`config.mk`:
```
export PLATFORM = sky130hd
export DESIGN_NAME = level_objective_tracker
export DESIGN_NICKNAME = d
export VERILOG_FILES = /design/src/rtl/level_objective_tracker.sv
export SDC_FILE = /design/constraint.sdc
export NUM_CORES = 1
export LEC_CHECK = 0
export ABC_AREA = 1
export CORE_ASPECT_RATIO = 0.8
export CORE_MARGIN = 2
export CORE_UTILIZATION = 52
export DETAILED_ROUTE_END_ITERATION = 10
export PLACE_DENSITY_LB_ADDON = 0.25
export SLEW_MARGIN = 20
export SYNTH_ARGS = -nofsm -noshare
export SYNTH_HDL_FRONTEND = slang
export SYNTH_SLANG_ARGS = --single-unit
```
`constraint.sdc`:
```
create_clock -name vga_clock -period 1.9 [get_ports vga_clock]
set_input_delay 0.475 -clock vga_clock [delete_from_list [all_inputs] [get_ports vga_clock]]
set_output_delay 0.475 -clock vga_clock [all_outputs]
set_load 0.1 [all_outputs]
```
`src/rtl/level_objective_tracker.sv`:
```
// Level objective controller: coin collection bitmap, hazard/timeout loss,
// countdown timer and a tile-clear request queue drained one index per handshake.
module level_objective_tracker #(
   parameter int NUM_COINS        = 3,
   parameter int NUM_HAZARDS      = 2,
   parameter int TIME_LIMIT       = 60,
   parameter int TICKS_PER_SECOND = 25_000_000,
   localparam int CIDX_W = (NUM_COINS > 1) ? $clog2(NUM_COINS) : 1,
   localparam int CNT_W  = $clog2(NUM_COINS + 1),
   localparam int SEC_W  = $clog2(TIME_LIMIT + 1)
) (
   input  logic                   vga_clock,
   input  logic                   reset,
   input  logic                   start,
   input  logic [NUM_COINS-1:0]   touch,
   input  logic [NUM_HAZARDS-1:0] hazard_hit,
   input  logic                   clear_ready,
   output logic                   clear_valid,
   output logic [CIDX_W-1:0]      clear_index,
   output logic                   restore,
   output logic [NUM_COINS-1:0]   collected,
   output logic [CNT_W-1:0]       coins_remaining,
   output logic [SEC_W-1:0]       seconds_left,
   output logic [1:0]             state,
   output logic                   win,
   output logic                   lose,
   output logic                   lose_cause
);

   localparam int TICK_W = (TICKS_PER_SECOND > 1) ? $clog2(TICKS_PER_SECOND) : 1;

   typedef enum logic [1:0] {
      S_IDLE = 2'd0,
      S_PLAY = 2'd1,
      S_WON  = 2'd2,
      S_LOST = 2'd3
   } state_t;

   // Index of the lowest set bit; 0 when the vector is empty.
   function automatic logic [CIDX_W-1:0] f_lowest(input logic [NUM_COINS-1:0] v);
      logic [CIDX_W-1:0] idx;
      idx = '0;
      for (int i = NUM_COINS - 1; i >= 0; i--) begin
         if (v[i]) idx = CIDX_W'(i);
      end
      return idx;
   endfunction

   function automatic logic [CNT_W-1:0] f_popcount(input logic [NUM_COINS-1:0] v);
      logic [CNT_W-1:0] cnt;
      cnt = '0;
      for (int i = 0; i < NUM_COINS; i++) begin
         cnt = cnt + CNT_W'(v[i]);
      end
      return cnt;
   endfunction

   state_t                r_state;
   logic [NUM_COINS-1:0]  r_collected;
   logic [NUM_COINS-1:0]  r_pending;
   logic [SEC_W-1:0]      r_seconds;
   logic [TICK_W-1:0]     r_tick;
   logic                  r_restore;
   logic                  r_lose_cause;

   state_t                w_state_nxt;
   logic [NUM_COINS-1:0]  w_collected_nxt;
   logic [NUM_COINS-1:0]  w_pending_nxt;
   logic [SEC_W-1:0]      w_seconds_nxt;
   logic [TICK_W-1:0]     w_tick_nxt;
   logic                  w_restore_nxt;
   logic                  w_cause_nxt;

   logic                  w_grant;
   logic [NUM_COINS-1:0]  w_grant_mask;
   logic [NUM_COINS-1:0]  w_pending_drained;
   logic [NUM_COINS-1:0]  w_new;
   logic [NUM_COINS-1:0]  w_coll_merged;
   logic                  w_tick_wrap;

   assign clear_valid       = |r_pending;
   assign clear_index       = f_lowest(r_pending);
   assign w_grant           = clear_valid & clear_ready;
   assign w_grant_mask      = w_grant ? (NUM_COINS'(1) << clear_index) : '0;
   assign w_pending_drained = r_pending & ~w_grant_mask;
   assign w_new             = touch & ~r_collected;
   assign w_coll_merged     = r_collected | w_new;
   assign w_tick_wrap       = (r_tick == TICK_W'(TICKS_PER_SECOND - 1));

   // Next-state and next-value logic for the play FSM, timer and clear queue.
   always_comb begin
      w_state_nxt     = r_state;
      w_collected_nxt = r_collected;
      w_pending_nxt   = w_pending_drained;
      w_seconds_nxt   = r_seconds;
      w_tick_nxt      = r_tick;
      w_restore_nxt   = 1'b0;
      w_cause_nxt     = r_lose_cause;
      case (r_state)
         S_IDLE: begin
            if (start) begin
               w_state_nxt   = S_PLAY;
               w_seconds_nxt = SEC_W'(TIME_LIMIT);
               w_tick_nxt    = '0;
               w_cause_nxt   = 1'b0;
            end
         end
         S_PLAY: begin
            w_collected_nxt = w_coll_merged;
            w_pending_nxt   = w_pending_drained | w_new;
            if (w_tick_wrap) begin
               w_tick_nxt    = '0;
               w_seconds_nxt = r_seconds - SEC_W'(1);
            end else begin
               w_tick_nxt    = r_tick + TICK_W'(1);
            end
            // Hazard beats timeout, timeout beats a simultaneous win.
            if (|hazard_hit) begin
               w_state_nxt = S_LOST;
               w_cause_nxt = 1'b1;
            end else if (w_tick_wrap && (r_seconds == SEC_W'(1))) begin
               w_state_nxt = S_LOST;
               w_cause_nxt = 1'b0;
            end else if (&w_coll_merged) begin
               w_state_nxt = S_WON;
            end
         end
         default: begin
            // WON/LOST are terminal until a restart; only the queue keeps draining.
            if (start) begin
               w_state_nxt     = S_PLAY;
               w_collected_nxt = '0;
               w_pending_nxt   = '0;
               w_seconds_nxt   = SEC_W'(TIME_LIMIT);
               w_tick_nxt      = '0;
               w_cause_nxt     = 1'b0;
               w_restore_nxt   = 1'b1;
            end
         end
      endcase
   end

   // State and datapath registers with synchronous reset.
   always_ff @(posedge vga_clock) begin
      if (reset) begin
         r_state      <= S_IDLE;
         r_collected  <= '0;
         r_pending    <= '0;
         r_seconds    <= SEC_W'(TIME_LIMIT);
         r_tick       <= '0;
         r_restore    <= 1'b0;
         r_lose_cause <= 1'b0;
      end else begin
         r_state      <= w_state_nxt;
         r_collected  <= w_collected_nxt;
         r_pending    <= w_pending_nxt;
         r_seconds    <= w_seconds_nxt;
         r_tick       <= w_tick_nxt;
         r_restore    <= w_restore_nxt;
         r_lose_cause <= w_cause_nxt;
      end
   end

   assign restore         = r_restore;
   assign collected       = r_collected;
   assign coins_remaining = CNT_W'(NUM_COINS) - f_popcount(r_collected);
   assign seconds_left    = r_seconds;
   assign state           = r_state;
   assign win             = (r_state == S_WON);
   assign lose            = (r_state == S_LOST);
   assign lose_cause      = r_lose_cause;

endmodule
```
==> run_1/flops_by_reg.png <==
The bar under the picture is 20 um long.
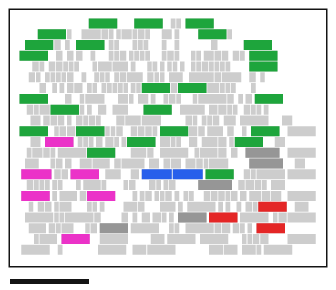
Red stands for `r_pending`, flops 3. Blue stands for `state`, flops 2. Green stands for `r_tick`, flops 25. Magenta stands for `seconds_left`, flops 6.
Another 5 sequential cells are not coloured.
power drawn by the sequential cells: 0.000920 W
proportion of cell area occupied by registers: 0.268
fin util: 0.694
area occupied by registers: 836 um2

==> run_1/congestion.png <==
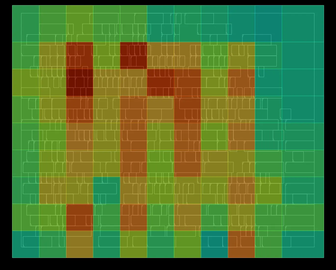
post-DR wirelength/cell: 12.5 um
met3 global-route usage: 0.0501
layer carrying the most global-route usage: met2

==> run_1/sizes.png <==
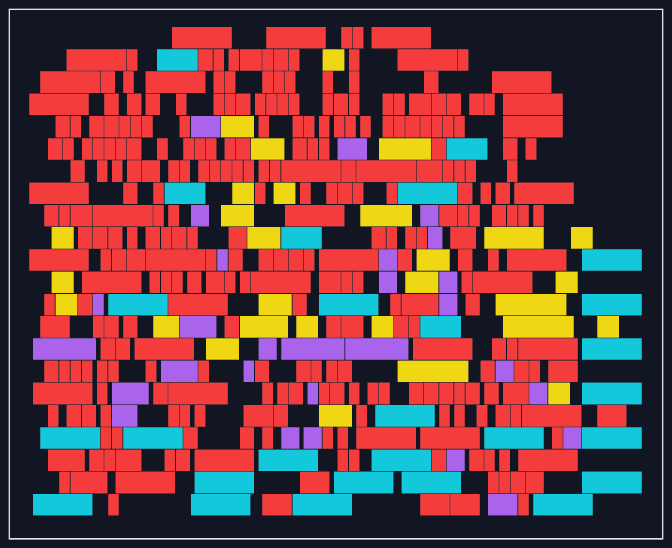
Purple stands for _2 cells, cells 28, share 7.3%. Red stands for _0 and _1 cells, cells 301, share 78%. Yellow stands for _3 and _4 cells, cells 29, share 7.5%. Cyan stands for _6 and larger, cells 27, share 7.0%.
count of non-CTS buffers in the layout: 39
post-route standard cell area excluding fillers: 3120 um2
area added between synthesis and finish: 30.6%
minimum setup slack in the final design: -0.0743 ns

==> run_1/wires.png <==
Only two layers are drawn.
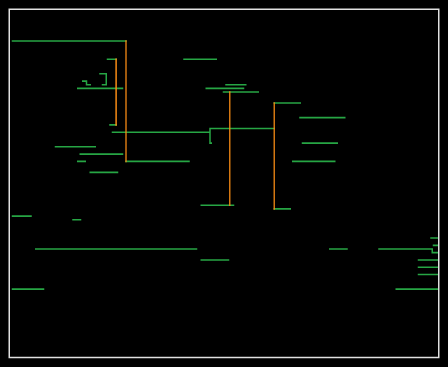
Green stands for metal 3, wire length 244 um. Orange stands for metal 4, wire length 75.5 um.

==> flow_summary.ini, run 1 <==
; yosys + openroad results
[die]
io_pins = 29
core.rowCount = 22
well_tap_count = 60

[logic_synthesis]
netlist_logic_family_top = simple AND/OR/NAND/NOR gates
syn_avg_cell_area_um2 = 6.90
yosys_area_um2 = 2390
ys_sh_simple = 0.390
synth_top_flop_cell = sky130_fd_sc_hd__dfxtp_1
post_synth_num_cell_types = 40
top_cell_type_s_share_of_synthesized_area = 0.344
synth_nets = 359
synthXorXnorAreaFrac = 0.0110

[cts]
post-cts-setup-buffer-count = 1
cts_hold_buffers = 0
cts_root_buf = sky130_fd_sc_hd__clkbuf_8
clock_path_buffers = 2
path_clk_slew_ns = 0.07

[route]
detail_route.iter0.violations = 167
avgViaCountPerCell = 5.25
detail_route.wirelength.met1_um = 2600

[global_routing]
antenna_found_initial = 0
grt_pass1_wl_um = 9430
grt_overflow_total = 0
grt_pass1_vias = 2075

[place]
placement.setup.worst_slack_ns = 0.0810

[sta]
timing.final.ws_setup_ns = -0.0743
fmaxAchievable_mhz = 507
least_margin_pin_slew_ns = 0.405
rsz0062_at_grt = true
timing.clock.skew_ns = 0.00442
finalSetupViolCount = 1

[setup_path]
required_time_of_the_worst_setup_path_ns = 1.42
cpLargestDelayFamily = adder cells
worst_setup_path_start_kind = register
cp_num_cells = 3
launching_element_of_the_worst_setup_path = collected[0]
timing.reg2reg.setup_slack_ns = 0.12
critical_path.max_stage_delay_ns = 0.58
worstReg2RegStart = r_tick[0]

[status]
status = finished, violations left
violations = negative setup slack

[power_and_ir_drop]
swShare = 0.358
total_leakage_power_nw = 1.21
max-vdd-ir-drop_mv = 0.418
dominant_power_group = registers

[finish]
numSequentialCells = 41
layout.clock.cell_area_share = 0.0261
nClkBuffers = 5
## Run 2: what changed since run 1
- SETUP_SLACK_MARGIN: unset -> 0.4
- TNS_END_PERCENT: unset -> 100
==> run_2/wires.png <==
Only two layers are drawn.
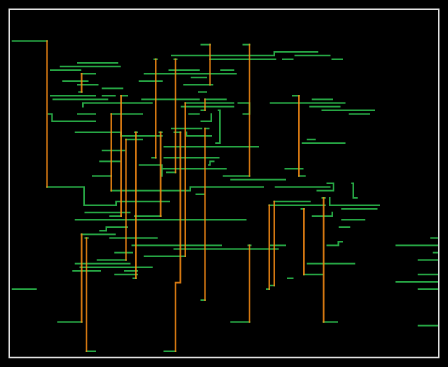
Orange stands for metal 4, wire length 442 um. Green stands for metal 3, wire length 749 um.
number of vias in the routed layout: 2817
Total Routed Length: 9010 um
GRT Util Overall: 0.277
post-DR wirelength/cell: 19.5 um

==> run_2/flops_by_reg.png <==
The bar under the picture is 20 um long.
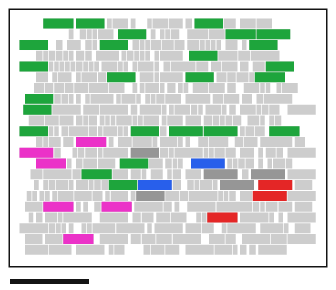
Blue stands for `state`, flops 2. Red stands for `r_pending`, flops 3. Magenta stands for `seconds_left`, flops 6. Green stands for `r_tick`, flops 25.
area occupied by registers: 876 um2
fin util: 0.848

==> run 2 against run 1 <==
Register-to-register slack about the same. Largest power group unchanged. Synthesized cell count is the same. Clock power rose by 7.5%. Via count rose by 21%. First-iteration DRC count grew 97%. The run still ends with negative setup slack left.
==> flow_summary.ini, run 2 <==
; yosys + openroad results
[status]
status = finished, violations left
violations = negative setup slack

[die]
io_pins = 29
well_tap_count = 60
core.rowCount = 22

[cts]
path_clk_slew_ns = 0.08
clock_path_buffers = 2
cts_root_buf = sky130_fd_sc_hd__clkbuf_8

[global_routing]
grt_util_met3 = 0.0557
grt_overflow_total = 0
layer_carrying_the_most_global_route_usage = met2
grt_pass1_vias = 2456

[place]
placement.setup.worst_slack_ns = 0.0593

[setup_path]
worst_setup_path_start_kind = register
required_time_of_the_worst_setup_path_ns = 1.42
critical_path.max_stage_delay_ns = 0.58
cpLargestDelayFamily = adder cells
launching_element_of_the_worst_setup_path = collected[1]
worstReg2RegStart = r_tick[14]

[logic_synthesis]
synth_top_flop_cell = sky130_fd_sc_hd__dfxtp_1
syn_avg_cell_area_um2 = 6.90
synthXorXnorAreaFrac = 0.0110
synth_nets = 359
top_cell_type_s_share_of_synthesized_area = 0.344
yosys_area_um2 = 2390
post_synth_num_cell_types = 40

[power_and_ir_drop]
total_leakage_power_nw = 1.49
swShare = 0.383
dominant_power_group = registers
max-vdd-ir-drop_mv = 0.661
pg_seq_w = 0.000930

[sta]
finalSetupViolCount = 1
timing.final.ws_setup_ns = -0.0798
least_margin_pin_slew_ns = 0.451

[finish]
non_clock_buffer_count = 55
fin_area_um2 = 3800
numSequentialCells = 41
nClkBuffers = 8

[route]
detail_route.iter0.violations = 329
avgViaCountPerCell = 6.11
Power and IR drop assume default switching activity.
